Figure 1. Placement by cell class (run 1).
Fill, decap, tap and diode cells in grey.
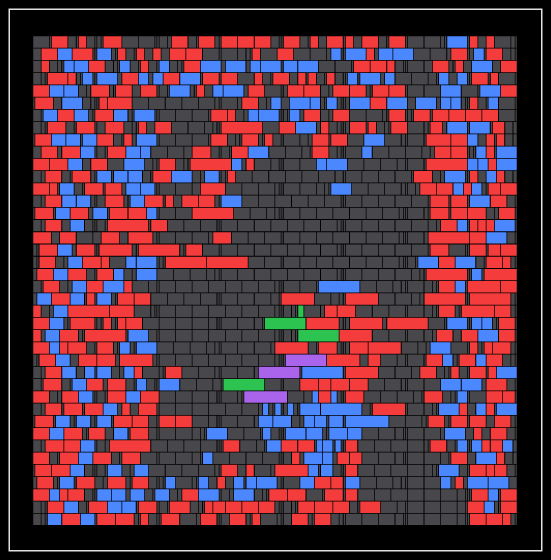
Figure 2. Signal wires by layer (run 1).
Bar = 20 um. Only two layers are drawn.
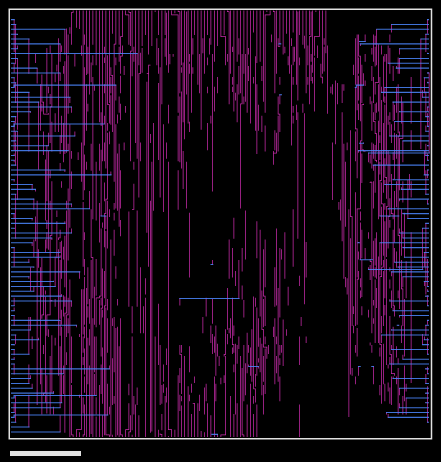
Figure 3. The clock network (run 1).
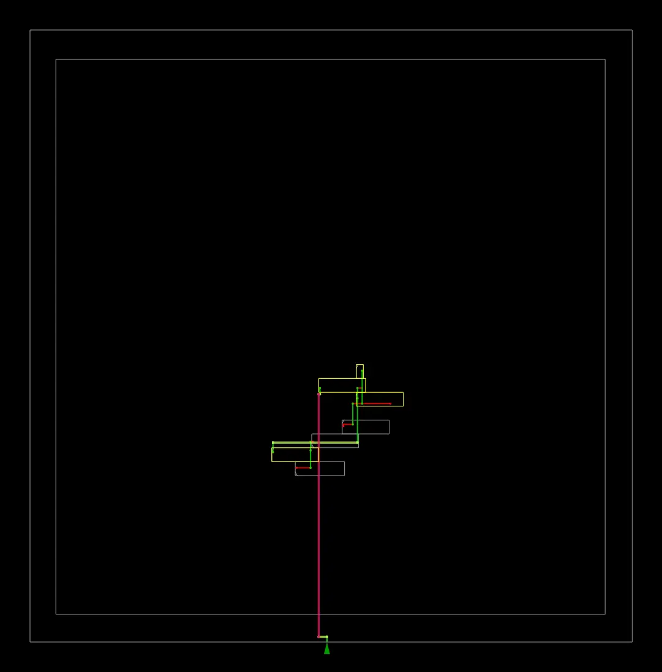
===== config.mk =====
export PLATFORM = sky130hd
export DESIGN_NAME = bus_arbiter
export DESIGN_NICKNAME = d
export VERILOG_FILES = /design/src/rtl/bus_arbiter.sv
export SDC_FILE = /design/constraint.sdc
export NUM_CORES = 1
export LEC_CHECK = 0
export CAP_MARGIN = 20
export CORE_AREA = 5 5 113 115
export CTS_CLUSTER_DIAMETER = 50
export DETAILED_ROUTE_END_ITERATION = 8
export DIE_AREA = 0 0 118 120
export HOLD_SLACK_MARGIN = 0.12
export PLACE_DENSITY_LB_ADDON = 0.2
export SKIP_CTS_REPAIR_TIMING = 1
export SYNTH_ARGS = -nofsm -noshare
export SYNTH_HDL_FRONTEND = slang
export SYNTH_SLANG_ARGS = --single-unit

===== constraint.sdc =====
create_clock -name cpu_clk -period 1.7 [get_ports cpu_clk]
set_input_delay 0.17 -clock cpu_clk [delete_from_list [all_inputs] [get_ports cpu_clk]]
set_output_delay 0.17 -clock cpu_clk [all_outputs]
set_load 0.005 [all_outputs]

===== src/rtl/bus_arbiter.sv =====
// Two-master bus arbiter: registered grant FSM (IDLE/OWN0/OWN1) muxing one
// master at a time onto a single bridge port. Ties go to the master that did
// not own the bus last, and master 0 wins the first tie after reset.
// Optional build macro ARB_HOLD_LIMIT_EN: a locked owner is forced to rotate
// once it has held the bus for MAX_HOLD cycles while the other master waits.
module bus_arbiter #(
  parameter int ADDR_W   = 32,
  parameter int MAX_HOLD = 16
) (
  input  logic              cpu_clk,
  input  logic              cpu_rst,
  input  logic              m0_req,
  input  logic              m1_req,
  input  logic              m0_lock,
  input  logic              m1_lock,
  input  logic [ADDR_W-1:0] m0_addr,
  input  logic [ADDR_W-1:0] m1_addr,
  input  logic              m0_wen,
  input  logic              m1_wen,
  input  logic [ADDR_W-1:0] m0_wdata,
  input  logic [ADDR_W-1:0] m1_wdata,
  output logic              m0_gnt,
  output logic              m1_gnt,
  output logic              m0_ack,
  output logic              m1_ack,
  output logic [ADDR_W-1:0] m0_rdata,
  output logic [ADDR_W-1:0] m1_rdata,
  output logic [ADDR_W-1:0] Bus_addr,
  output logic              Bus_wen,
  output logic [ADDR_W-1:0] Bus_wdata,
  input  logic [ADDR_W-1:0] Bus_rdata
);

  if (MAX_HOLD < 2 || MAX_HOLD > 255) begin : g_max_hold_range
    $error("bus_arbiter: MAX_HOLD must be within 2..255");
  end

  typedef enum logic [1:0] {IDLE, OWN0, OWN1} state_t;

  state_t state_q, state_d;
  logic   last_q, last_d;   // 0: master 0 owned last, 1: master 1 owned last
  logic   hold_expired;     // owner has used up its hold budget

`ifdef ARB_HOLD_LIMIT_EN
  localparam logic [7:0] HoldMax  = 8'(MAX_HOLD);
  localparam logic [7:0] HoldLast = 8'(MAX_HOLD - 1);

  logic [7:0] hold_q, hold_d;

  // hold_q counts completed cycles of the current ownership, so the current
  // cycle is the MAX_HOLD-th one when hold_q has reached MAX_HOLD-1
  assign hold_expired = (hold_q >= HoldLast);

  // Hold counter next state: clear on any state change, count while owned, saturate
  always_comb begin
    hold_d = hold_q;
    if (state_d != state_q) begin
      hold_d = 8'd0;
    end else if (state_q != IDLE && hold_q != HoldMax) begin
      hold_d = hold_q + 8'd1;
    end
  end

  // Hold counter register
  always_ff @(posedge cpu_clk or negedge cpu_rst) begin
    if (!cpu_rst) begin
      hold_q <= 8'd0;
    end else begin
      hold_q <= hold_d;
    end
  end
`else
  assign hold_expired = 1'b0;
`endif

  // State and last-owner registers
  always_ff @(posedge cpu_clk or negedge cpu_rst) begin
    if (!cpu_rst) begin
      state_q <= IDLE;
      last_q  <= 1'b1;
    end else begin
      state_q <= state_d;
      last_q  <= last_d;
    end
  end

  // Next-state logic and last-owner tracking
  always_comb begin
    state_d = state_q;
    last_d  = last_q;
    case (state_q)
      IDLE: begin
        if (m0_req && m1_req) state_d = last_q ? OWN0 : OWN1;
        else if (m0_req)      state_d = OWN0;
        else if (m1_req)      state_d = OWN1;
      end
      OWN0: begin
        // a dropping owner hands straight over when the other is waiting
        if (!m0_req)                                   state_d = m1_req ? OWN1 : IDLE;
        else if (m1_req && (!m0_lock || hold_expired)) state_d = OWN1;
      end
      OWN1: begin
        if (!m1_req)                                   state_d = m0_req ? OWN0 : IDLE;
        else if (m0_req && (!m1_lock || hold_expired)) state_d = OWN0;
      end
      default: state_d = IDLE;
    endcase
    if (state_d == OWN0 && state_q != OWN0) last_d = 1'b0;
    if (state_d == OWN1 && state_q != OWN1) last_d = 1'b1;
  end

  // Output mux: grants from registered state, bus driven by the owner only
  always_comb begin
    m0_gnt    = 1'b0;
    m1_gnt    = 1'b0;
    m0_ack    = 1'b0;
    m1_ack    = 1'b0;
    m0_rdata  = '0;
    m1_rdata  = '0;
    Bus_addr  = '0;
    Bus_wen   = 1'b0;
    Bus_wdata = '0;
    case (state_q)
      OWN0: begin
        m0_gnt    = 1'b1;
        m0_ack    = m0_req;
        m0_rdata  = Bus_rdata;
        Bus_addr  = m0_addr;
        Bus_wdata = m0_wdata;
        Bus_wen   = m0_wen & m0_req;
      end
      OWN1: begin
        m1_gnt    = 1'b1;
        m1_ack    = m1_req;
        m1_rdata  = Bus_rdata;
        Bus_addr  = m1_addr;
        Bus_wdata = m1_wdata;
        Bus_wen   = m1_wen & m1_req;
      end
      default: ;
    endcase
  end

endmodule

==> results.txt, run 1 <==
The full implementation flow was run.

The final setup slack of the worst path stands at -0.183 ns. The flow ran to the end, but the final reports show violations. STA classifies the critical path endpoint as a register.

The setup-violating endpoint count in the final report stands at ~130. The timing report notes that buffer and inverter cells on the critical path total 4. The most common logic cells in the final layout are 167 x clkdlybuf4s50_1, 74 x buf_6, 65 x a22oi_2, 60 x and2_4, 57 x nor2b_1.

The final reports fail on setup timing. The sequential fraction of the synthesis area stands at about 4.5%. After detailed routing, the met2 layer carries between 8 and 9 mm of wire. The detailed-routed wire length on met3 stands at about 1.3 mm. The core area stands at 11700 um^2. The DRC violations left stands at 0.

The number of warnings printed during yosys synthesis stands at 0. The pre-placement core utilization stands at about 15%. The largest fanout on the critical path stands at 4. Per the detail_route log, the uppermost layer with routed signals is met4. The post-DP HPWL stands at 10.0 mm. The detailed router placed roughly 3400 vias in this run.

The flip-flop count of the largest register after layout stands at 2. All stages included, the depth of the critical timing path comes to 9. In this run the VDD rail shows a maximum IR drop of just over 800 uV. For the completed layout, the total cell area is recorded as about 6300 um^2. Net switching is 37.7% of the power.
## Picture notes: Figure 1
| class | colour | cells |
|---|---|---|
| clock drivers and dummy loads | green | 4 |
| remaining logic cells | blue | 222 |
| remaining buffers and delay cells | red | 375 |
| registers | purple | 3 |

## Picture notes: Figure 2
| layer | colour | wire length |
|---|---|---|
| M2 | magenta | 8530 um |
| M3 | blue | 1320 um |

## Picture notes: Figure 3
total clock buffers created by CTS: 3
clock-net power: 0.368 mW
Clock buffer cells: 4

==> run 1: area by class of cell <==
| type | instances | area, um^2 | share of cell area (%) |
|---|---|---|---|
| Clock buffer | 4 | 78.8 | 1.26 |
| Inverter | 2 | 7.51 | 0.120 |
| Multi-Input combinational cell | 220 | 2050 | 32.7 |
| Sequential cell | 3 | 76.3 | 1.22 |
| Tap cell | 147 | 184 | 2.93 |
| Timing Repair Buffer | 375 | 3880 | 61.8 |
==> run 1: power by group through the flow <==
| stage | clock (mW) | combinational (mW) | sequential (mW) |
|---|---|---|---|
| floorplan | 0 | 2.32 | 0.145 |
| global placement | 0 | 5.53 | 0.137 |
| detailed placement | 0 | 5.55 | 0.137 |
| CTS | 0.376 | 5.57 | 0.137 |
| global route | 0.389 | 8.65 | 0.150 |
| finish | 0.368 | 8.14 | 0.146 |
Figure 4. Clock network drawn from the DEF (run 1).
Bar = 20 um.
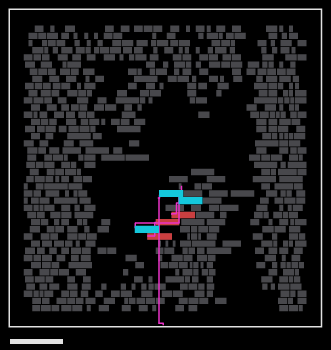

==> inputs of run 2 (changes only) <==
CORE_AREA = 5 5 114 116   (was 5 5 113 115)
DIE_AREA = 0 0 119 121   (was 0 0 118 120)
clock period = 2.09 ns   (was 1.7 ns; I/O delays follow)
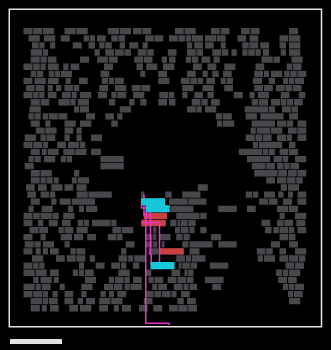
Figure 5: run 2, clock network drawn from the DEF.
Bar = 20 um.
[clock-net drivers] cyan | count: 3
[flip-flops] red | count: 3
[clock wires] magenta | length: 126 um
routed clock nets: 4

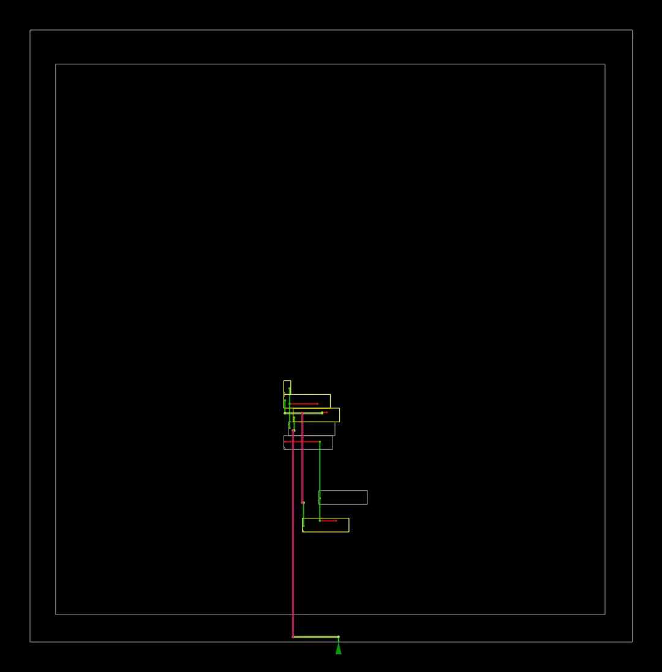
Figure 6: run 2, the clock network.
final clock skew: 0.00179 ns
clock network latency to the later pin of the worst-skew pair: 0.22 ns

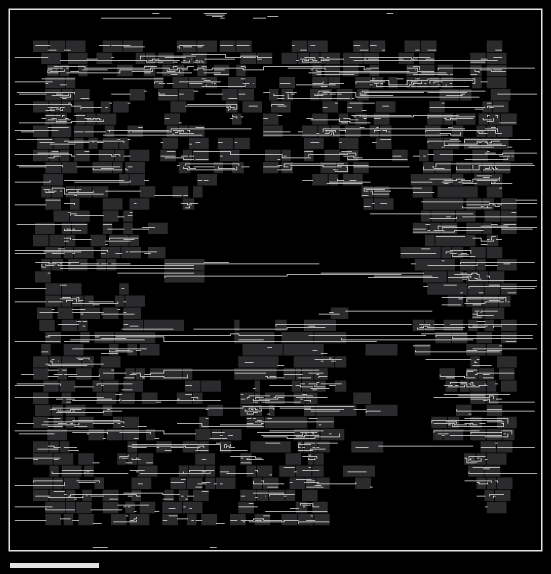
Figure 7: run 2, metal 1.
Bar = 20 um. Cells faint in the background.
main direction: horizontal
nets with wire on the layer: 623
longest straight run: 47.6 um

==> results.txt, run 2 <==
The full implementation flow was run.

The clock sink count stands at 3. Leaving out fill and tap cells, the most frequent cells in the layout are 215 x clkdlybuf4s50_1, 85 x dlymetal6s2s_1, 65 x nor2b_1, 64 x a22oi_1, 64 x and2_1. The critical path contains buffers and inverters numbering 4 combined. STA classifies the critical path endpoint as a primary output. The aggregate global routing overflow stands at 0. The number of DRC violations after detailed-routing iteration 0 stands at approximately 97. On the critical path, the stage with the largest delay is an instance of clkdlybuf4s50_1. Per the timing report, the biggest fanout along the worst path comes to 10. The global routing met1 resource utilization stands at between 10% and 20%. After the last flow step, the layout net total stands at between 700 and 800.

The ratio of total power to cell area stands at 993 nW/um^2. The flow ran to the end, but the final reports show violations. The pre-placement core utilization stands at between 10% and 20%.

The number of warnings printed during yosys synthesis stands at 0. The post-DP HPWL stands at 9.68 mm. The signal arrival time at the worst endpoint stands at approximately 2.0 ns. Across all setup checks in the final design, the least slack found is -0.105 ns. Among the non-sequential cells, simple AND/OR/NAND/NOR gates take the most area. Counting buffers and inverters, the worst setup path is 7 cells deep. CTS added clock buffers totalling 3.

The final reports fail on setup timing. The register with the most flip-flops in the layout has 2 of them. The overall via count from detail_route stands at 3165. The wire length on met2 stands at 7.68 mm. The sequential fraction of the synthesis area stands at around 4.5%. The routed layout reports a DRC error count of 0. Each instance of the synthesized netlist takes up on average 6.74 um^2. The maximum vdd ir drop stands at about 570 uV. The setup-violating endpoint count in the final report stands at 33. The detailed-routed wire length on met3 stands at 1.41 mm. The final report gives the standard cell area, fillers excluded, as about 5700 um^2.
-- run 2: netlist changes by cell type in the layout (fill, tap and decap cells not counted), sizes merged --
cell	before	now
buf	132	24
dlymetal6s2s	5	85
clkbuf	75	15
clkdlybuf4s50	167	215
-- run 2: layout make-up --
type	count	area, um^2	area share [%]
clock buffers	4	78.8	1.38
well taps	147	184	3.23
flip-flops and latches	3	77.6	1.36
inverters	2	10.0	0.176
multi-input cells	220	1550	27.2
repair buffers	335	3800	66.7
-- run 2: where the power goes --
group	switching, mW	leakage (nW)	internal (mW)
logic	2.07	3.34	3.16
clock network	0.0526	0.0382	0.252
registers	0.0339	0.0345	0.0962
-- run 2: logic make-up after synthesis --
family,count (synthesis)
buf+inv,31
simple gates,142
fa+ha+maj,4
compound gates,74
flops,3
Figure 8. Placement by cell class (run 2).
Fill, decap, tap and diode cells in grey.
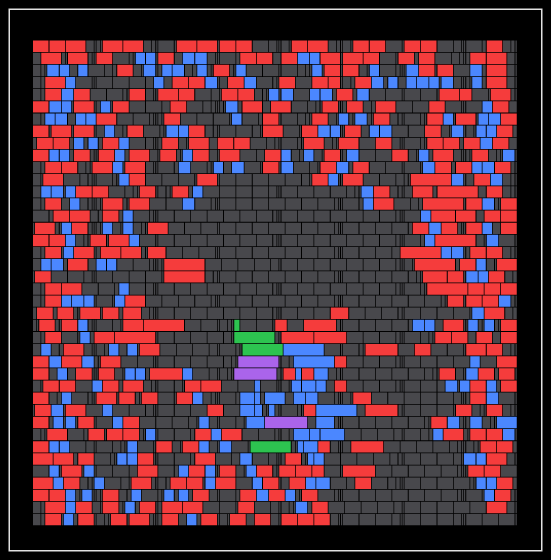

==> inputs of run 3 (changes only) <==
PLACE_DENSITY_LB_ADDON = 0.05   (was 0.2)
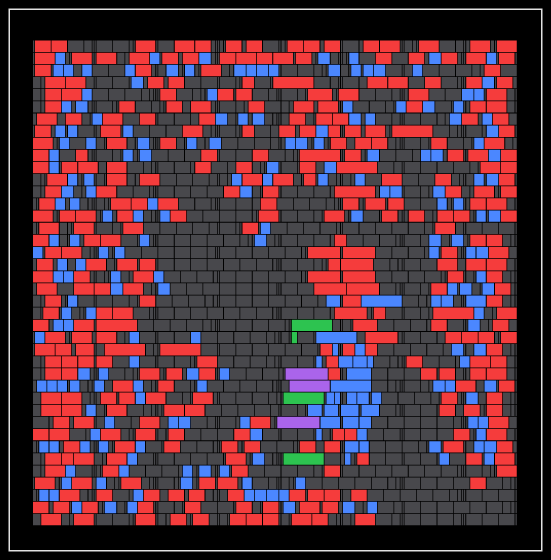
Figure 9: run 3, placement by cell class.
Fill, decap, tap and diode cells in grey.
| class | colour | cells |
|---|---|---|
| clock drivers and dummy loads | green | 4 |
| registers | purple | 3 |
| remaining logic cells | blue | 222 |
| remaining buffers and delay cells | red | 339 |

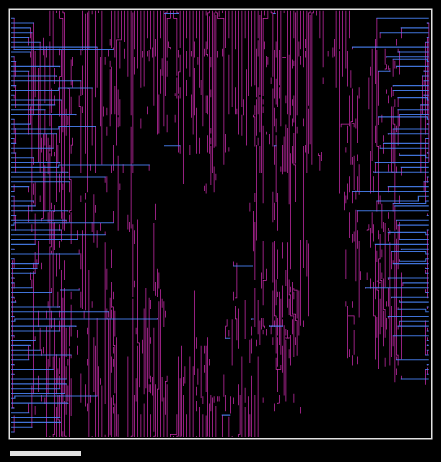
Figure 10: run 3, signal wires by layer.
Bar = 20 um. Only two layers are drawn.
| layer | colour | wire length |
|---|---|---|
| M2 | magenta | 7390 um |
| M3 | blue | 1510 um |

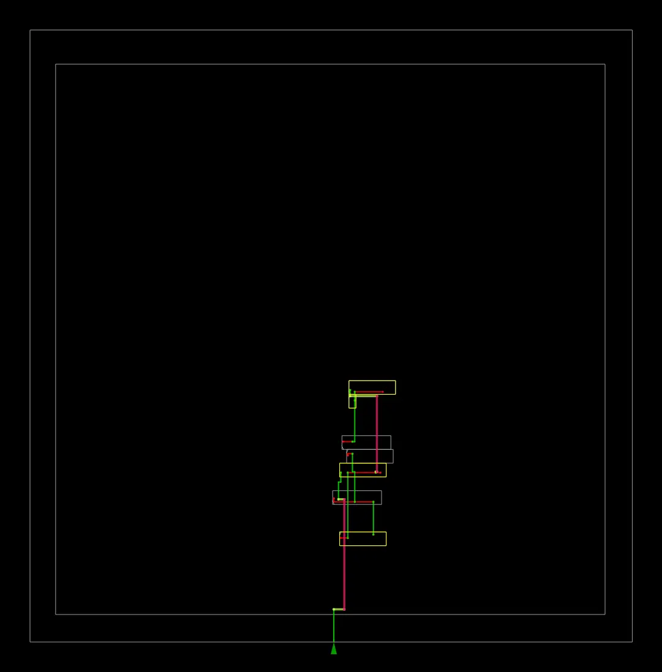
Figure 11: run 3, the clock network.
clock-net power: 0.307 mW
clock sink count: 3
final clock skew: 0.00154 ns
flop count: 3

==> results.txt, run 3 <==
The full implementation flow was run.

The flow ran to the end, but the final reports show violations. The checks that failed: setup timing. The clock network power share stands at between 5 and 6%.

The setup-violating endpoint count in the final report stands at 3. The combinational cell fraction of total power stands at approximately 92%. For reference, the final report shows the max-slew violation count at 0.

The floorplan step records an initial core utilization of approximately 15%. The global route stage reports its total congestion overflow as 0. The post-synthesis register bit count stands at 3.

The source-to-sink clock delay at the later pin of the worst-skew pair stands at approximately 0.22 ns. For this run, design rule violations remaining after detail routing come to 0. After legalization and detailed placement, the total HPWL measured between 10 and 15 mm. The final instance area stands at around 5800 um^2. The number of buffers added by the clock tree synthesis step stands at 3.

Sequential cells burn under 10% of the power. After synthesis, the cell types taking the most area are a22oi_1 28%, nor2b_1 24%, and2_1 23%. The highest clock rate stands at 461 MHz.

The register with the most flip-flops in the final layout is state_q. The signal arrival time at the worst endpoint stands at about 2.0 ns. The global placer's final weighted congestion stands at slightly below 0.8.

The net count of the finished layout stands at 741. Per the log, the first TritonRoute iteration ended with a DRC count of 95. Among all stages on the critical path, the largest delay is contributed by clkdlybuf4s50_1. Synthesis instantiated 26 different standard cells from the library.

The net switching power stands at 2.10 mW. The number of warnings printed during yosys synthesis stands at 0. Of the combinational cells, the family taking the most area is simple AND/OR/NAND/NOR gates. After layout, the minimum clock period comes to between 2 and 2.5 ns.

The final setup slack of the worst path stands at -0.0811 ns. Dividing the synthesized area by the synthesized cell count gives slightly below 7 um^2. The proportion of netlist area held by the largest area contributor stands at roughly 28%. Counting both buffers and inverters, the worst setup path holds a total of 4. After floorplanning, the core was sized to cover between 10000 and 15000 um^2. The library cells used most frequently in the layout, excluding fill and tap cells, are 180 x clkdlybuf4s50_1, 120 x dlymetal6s2s_1, 65 x nor2b_1, 64 x a22oi_1, 64 x and2_1. The flip-flop count of the largest register after layout stands at 2. The ratio of total power to cell area stands at around 960 nW/um^2. The critical path crosses 7 cells after its start point. Looking at the setup timing report, the critical path kind is register to primary output.

STA classifies the critical path endpoint as a primary output. Per the CTS log, the maximum H-tree level is 1. Across the VDD grid, the largest voltage drop is roughly 450 uV. Summing over every cut layer, the via total after detailed routing is ~3200.

The switching power share of the total stands at between 30% and 40%. The internal power of the cells totals around 3.5 mW. The number of port buffers stands at 300. The largest fanout on the critical path stands at 10.
[run 3: cell counts after synthesis]
No cell type changed its count.
[run 3: final cells by class]
class	instances	area [um^2]	area share, %
Tap cell	147	184	3.18
Inverter	2	10.0	0.173
Multi-Input combinational cell	220	1550	26.8
Clock buffer	4	78.8	1.36
Timing Repair Buffer	339	3890	67.2
Sequential cell	3	77.6	1.34
[run 3: routing by layer]
metal	wire [um]	up-vias	global-route usage, %
met3	1510	10	7.23
met4	148	0	3.11
met1	4860	1448	15.0
met2	7390	177	29.7
met5	0	-	0
li1	-	1525	-
[run 3: power by group through the flow]
stage               registers (mW)  logic, mW  clock network, mW
floorplan                    0.118       1.89                  0
finish                       0.134       5.12              0.307
detailed placement           0.120       4.39                  0
global route                 0.136       5.55              0.325
global placement             0.118       4.42                  0
CTS                          0.119       4.41              0.311
Power and IR drop assume default switching activity.
